File: src/rtl/cdc_fifo_pkg.sv
// Shared types and constants for the cdc_fifo read-side packer.
package cdc_fifo_pkg;

    typedef enum logic {
        COLLECT = 1'b0,
        PRESENT = 1'b1
    } state_t;

    localparam int unsigned DEFAULT_DATA_WIDTH = 4;
    localparam int unsigned BEAT_COUNT_WIDTH   = 8;

endpackage

File: src/rtl/cdc_fifo_word_packer.sv
// Slot-indexed assembly register: packs consecutive words into one beat, first word in the LSB slot.
module cdc_fifo_word_packer
    import cdc_fifo_pkg::*;
#(
    parameter int unsigned DATA_WIDTH     = DEFAULT_DATA_WIDTH,
    parameter int unsigned WORDS_PER_BEAT = 2,
    parameter int unsigned BEAT_WIDTH     = DATA_WIDTH * WORDS_PER_BEAT,
    parameter int unsigned IDX_WIDTH      = $clog2(WORDS_PER_BEAT)
) (
    input  logic                  clock,
    input  logic                  reset,
    input  logic                  capture,
    input  logic                  clear,
    input  logic [DATA_WIDTH-1:0] word,
    output logic [BEAT_WIDTH-1:0] full_beat,
    output logic [IDX_WIDTH-1:0]  idx
);

    localparam logic [IDX_WIDTH-1:0] LAST_IDX = IDX_WIDTH'(WORDS_PER_BEAT - 1);

    logic [BEAT_WIDTH-1:0] r_assembly;
    logic [IDX_WIDTH-1:0]  r_idx;

    // Assembly register with the incoming word merged into the current slot.
    always_comb begin
        full_beat = r_assembly;
        for (int unsigned i = 0; i < WORDS_PER_BEAT; i++) begin
            if (r_idx == IDX_WIDTH'(i)) begin
                full_beat[i*DATA_WIDTH +: DATA_WIDTH] = word;
            end
        end
    end

    always_ff @(posedge clock) begin
        if (reset || clear) begin
            r_idx      <= '0;
            r_assembly <= '0;
        end else if (capture) begin
            if (r_idx == LAST_IDX) begin
                r_idx      <= '0;
                r_assembly <= '0;
            end else begin
                r_idx      <= r_idx + IDX_WIDTH'(1);
                r_assembly <= full_beat;
            end
        end
    end

    assign idx = r_idx;

endmodule

File: src/rtl/cdc_fifo_read_packer.sv
// cdc_fifo read-side consumer: pops words, packs them into beats, presents beats on valid/ready.
// Optional CDC_FIFO_READER_COUNT_EN adds an 8-bit accepted-beat counter output.
module cdc_fifo_read_packer
    import cdc_fifo_pkg::*;
#(
    parameter int unsigned DATA_WIDTH     = DEFAULT_DATA_WIDTH,
    parameter int unsigned WORDS_PER_BEAT = 2,
    parameter int unsigned BEAT_WIDTH     = DATA_WIDTH * WORDS_PER_BEAT
) (
    input  logic                        clock,
    input  logic                        reset,
    input  logic [DATA_WIDTH-1:0]       read_data,
    input  logic                        empty,
    output logic                        read_increment,
    input  logic                        flush,
    output logic [BEAT_WIDTH-1:0]       out_data,
    output logic                        out_valid,
    input  logic                        out_ready,
`ifdef CDC_FIFO_READER_COUNT_EN
    output logic [BEAT_COUNT_WIDTH-1:0] beat_count,
`endif
    output logic                        partial
);

    localparam int unsigned IDX_WIDTH = $clog2(WORDS_PER_BEAT);
    localparam logic [IDX_WIDTH-1:0] LAST_IDX = IDX_WIDTH'(WORDS_PER_BEAT - 1);

    state_t                r_state;
    logic [BEAT_WIDTH-1:0] r_out_data;
    logic                  r_out_valid;
    logic                  w_pop;
    logic                  w_clear;
    logic                  w_accept;
    logic [BEAT_WIDTH-1:0] w_full_beat;
    logic [IDX_WIDTH-1:0]  w_idx;

    assign w_pop    = (r_state == COLLECT) && !empty && !flush && !reset;
    assign w_clear  = (r_state == COLLECT) && flush;
    assign w_accept = r_out_valid && out_ready;

    cdc_fifo_word_packer #(
        .DATA_WIDTH     (DATA_WIDTH),
        .WORDS_PER_BEAT (WORDS_PER_BEAT),
        .BEAT_WIDTH     (BEAT_WIDTH),
        .IDX_WIDTH      (IDX_WIDTH)
    ) u_word_packer (
        .clock     (clock),
        .reset     (reset),
        .capture   (w_pop),
        .clear     (w_clear),
        .word      (read_data),
        .full_beat (w_full_beat),
        .idx       (w_idx)
    );

    always_ff @(posedge clock) begin
        if (reset) begin
            r_state     <= COLLECT;
            r_out_data  <= '0;
            r_out_valid <= 1'b0;
        end else begin
            case (r_state)
                COLLECT: begin
                    if (w_pop && (w_idx == LAST_IDX)) begin
                        r_out_data  <= w_full_beat;
                        r_out_valid <= 1'b1;
                        r_state     <= PRESENT;
                    end
                end
                PRESENT: begin
                    if (w_accept) begin
                        r_out_valid <= 1'b0;
                        r_state     <= COLLECT;
                    end
                end
                default: r_state <= COLLECT;
            endcase
        end
    end

`ifdef CDC_FIFO_READER_COUNT_EN
    logic [BEAT_COUNT_WIDTH-1:0] r_beat_count;

    always_ff @(posedge clock) begin
        if (reset) begin
            r_beat_count <= '0;
        end else if (w_accept) begin
            r_beat_count <= r_beat_count + BEAT_COUNT_WIDTH'(1);
        end
    end

    assign beat_count = r_beat_count;
`endif

    assign read_increment = w_pop;
    assign out_data       = r_out_data;
    assign out_valid      = r_out_valid;
    assign partial        = (r_state == COLLECT) && (w_idx != '0);

endmodule

File: config.mk
export PLATFORM = sky130hd
export DESIGN_NAME = cdc_fifo_read_packer
export DESIGN_NICKNAME = d
export VERILOG_FILES = /design/src/rtl/cdc_fifo_pkg.sv /design/src/rtl/cdc_fifo_word_packer.sv /design/src/rtl/cdc_fifo_read_packer.sv
export SDC_FILE = /design/constraint.sdc
export NUM_CORES = 1
export LEC_CHECK = 0
export CELL_PAD_IN_SITES_DETAIL_PLACEMENT = 2
export CELL_PAD_IN_SITES_GLOBAL_PLACEMENT = 2
export CORE_ASPECT_RATIO = 0.8
export CORE_UTILIZATION = 30
export CTS_CLUSTER_DIAMETER = 30
export DETAILED_ROUTE_END_ITERATION = 8
export PLACE_DENSITY_LB_ADDON = 0.1
export SLEW_MARGIN = 20
export SYNTH_ARGS = -nofsm -noshare
export SYNTH_HDL_FRONTEND = slang
export SYNTH_HIERARCHICAL = 1
export SYNTH_SLANG_ARGS = --single-unit
File: constraint.sdc
create_clock -name clock -period 1.8 [get_ports clock]
set_input_delay 0.36 -clock clock [delete_from_list [all_inputs] [get_ports clock]]
set_output_delay 0.36 -clock clock [all_outputs]
set_load 0.01 [all_outputs]
Figure 1. The metal 2 layer.
Bar = 20 um.
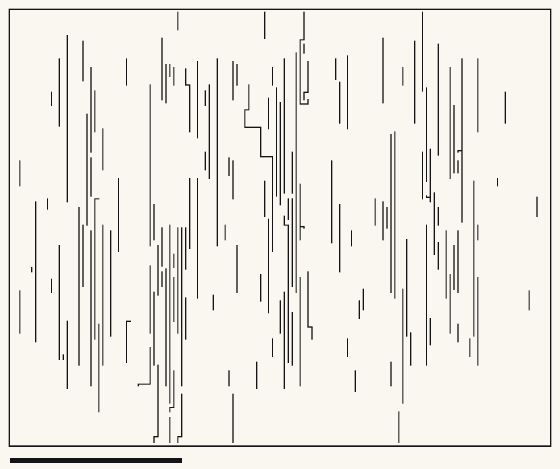
106 nets have wire on it. The layer carries 1080 um of wire. The longest straight run is 27.9 um. The layer holds 50% of the routed length.

Figure 2. M3 wires.
Bar = 20 um.
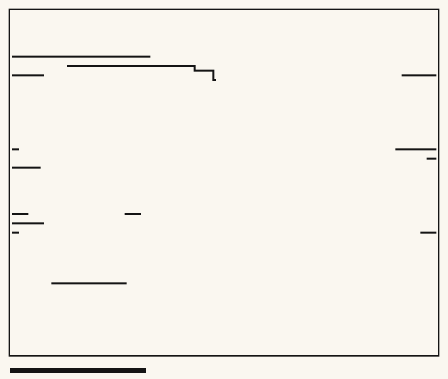
13 nets have wire on it. The layer carries 86.3 um of wire. The longest straight run is 20.0 um. The wires run mostly horizontal.

Figure 3. Cell placement.
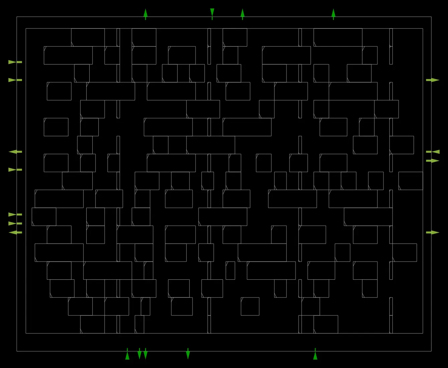
number of well taps: 38
non-filler cells, final: 148
sequential cell count: 19
CORE AREA: 0.00279 mm^2
utilization after layout: 42.8%

==> report_table.html <==
<!-- implementation run metrics -->
<table>
<tr><th>Metric</th><th>Value</th></tr>
<tr><th colspan="2">Logic synthesis</th></tr>
<tr><td>Number of nets in the synthesized netlist</td><td>93</td></tr>
<tr><td>Main logic family</td><td>simple AND/OR/NAND/NOR gates</td></tr>
<tr><td>Share of synthesized area spent on multiplexers</td><td>19.1%</td></tr>
<tr><td>Post-synth regs</td><td>19</td></tr>
<tr><td>Chip area in the Yosys report</td><td>891 um^2</td></tr>
<tr><td>Compound-Gate Fraction of Synth Area</td><td>5.90%</td></tr>
<tr><td>Count of instantiated cells in the yosys netlist</td><td>84</td></tr>
<tr><td>Cell Area, Synth</td><td>891 um^2</td></tr>
<tr><th colspan="2">Placed design</th></tr>
<tr><td>Post-Place Cell Area</td><td>0.00115 mm^2</td></tr>
<tr><td>Post-placement worst setup slack</td><td>-0.318 ns</td></tr>
<tr><th colspan="2">Worst setup path</th></tr>
<tr><td>Launching instance or port of the critical path</td><td>empty</td></tr>
<tr><td>Longest individual stage delay on the worst path</td><td>0.43 ns</td></tr>
<tr><td>Crit path max fanout</td><td>2</td></tr>
<tr><td>Logic depth of the worst path, buffers included</td><td>3</td></tr>
<tr><td>Worst r2r src</td><td>u_word_packer/idx$_SDFFE_PP0P_</td></tr>
<tr><td>Setup CP Type</td><td>input port to primary output</td></tr>
<tr><td>Arrival time worst endpoint</td><td>1.42 ns</td></tr>
<tr><td>Crit-path leading delay family</td><td>buffers and inverters</td></tr>
<tr><td>Worst Setup Start Kind</td><td>input port</td></tr>
<tr><th colspan="2">Route</th></tr>
<tr><td>Met2 wire length</td><td>1080 um</td></tr>
<tr><td>Met1 Wirelength</td><td>979 um</td></tr>
<tr><td>Post-route antenna net violation count</td><td>0</td></tr>
<tr><td>Drc violations</td><td>0</td></tr>
<tr><td>Highest metal layer with signal wires</td><td>met4</td></tr>
<tr><th colspan="2">Run status</th></tr>
<tr><td>Status</td><td>finished clean</td></tr>
<tr><th colspan="2">Global routing</th></tr>
<tr><td>Global-route congestion overflow total</td><td>0</td></tr>
<tr><td>Number of antenna violations at the first check in global routing</td><td>0</td></tr>
<tr><td>GRT Util Overall</td><td>14.7%</td></tr>
<tr><th colspan="2">Flow run</th></tr>
<tr><td>Log Warnings</td><td>26</td></tr>
<tr><td>MaxCap Viol Count</td><td>0</td></tr>
<tr><th colspan="2">Timing</th></tr>
<tr><td>Tightest slew margin relative to the limit</td><td>77.4%</td></tr>
<tr><td>Minimum period implied by the final worst setup slack</td><td>1.78 ns</td></tr>
<tr><td>Final setup viols</td><td>0</td></tr>
<tr><td>Final tally of max-slew violations</td><td>0</td></tr>
<tr><td>Worst-Margin Slew</td><td>0.339 ns</td></tr>
<tr><th colspan="2">CTS</th></tr>
<tr><td>CTS tree</td><td>yes</td></tr>
<tr><td>Clk_lat worst skew</td><td>0.26 ns</td></tr>
<tr><td>Master cell of the clock root buffer</td><td>sky130_fd_sc_hd__clkbuf_8</td></tr>
<tr><th colspan="2">Power and ir drop</th></tr>
<tr><td>Fraction of power consumed by sequential logic</td><td>52.6%</td></tr>
<tr><td>Cell Pwr Density</td><td>676 mW/mm^2</td></tr>
<tr><td>Largest power group</td><td>registers</td></tr>
<tr><td>Sw frac</td><td>22.8%</td></tr>
<tr><th colspan="2">Layout</th></tr>
<tr><td>Multi-input combinational area share</td><td>39.7%</td></tr>
<tr><td># clk buffers</td><td>3</td></tr>
<tr><td>Combinational gate count</td><td>60</td></tr>
<tr><td>Biggest Area Class</td><td>multi-input combinational cells</td></tr>
<tr><td>Non-clock buffer total of the final layout</td><td>26</td></tr>
<tr><td>Fill cells</td><td>300</td></tr>
<tr><th colspan="2">Floorplanning</th></tr>
<tr><td>I/O pins</td><td>20</td></tr>
<tr><th colspan="2">Hold path</th></tr>
<tr><td>Min-Delay Path Class</td><td>flip-flop to flip-flop</td></tr>
</table>
Figure 4. Cell area per tile.
The die is cut into 6 by 5 equal tiles; white is low, dark blue is high, 0 to 100% covered.
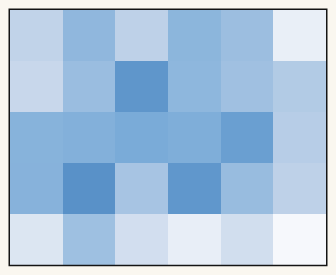
The densest ninth of the die: centre. The mean over all tiles is 36%. The emptiest ninth of the die: south-east.

Figure 5. Cell classes on the final placement.
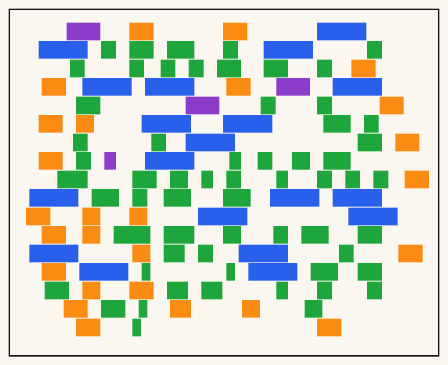
Key: other buffers and delay cells = orange [cells 26, share of their area 21%]; flops = blue [cells 19, share of their area 33%]; combinational and other logic = green [cells 61, share of their area 42%]; clock drivers and dummy loads = purple [cells 4, share of their area 4.0%]

No activity file was given, so power comes from the tool's default toggle rates.
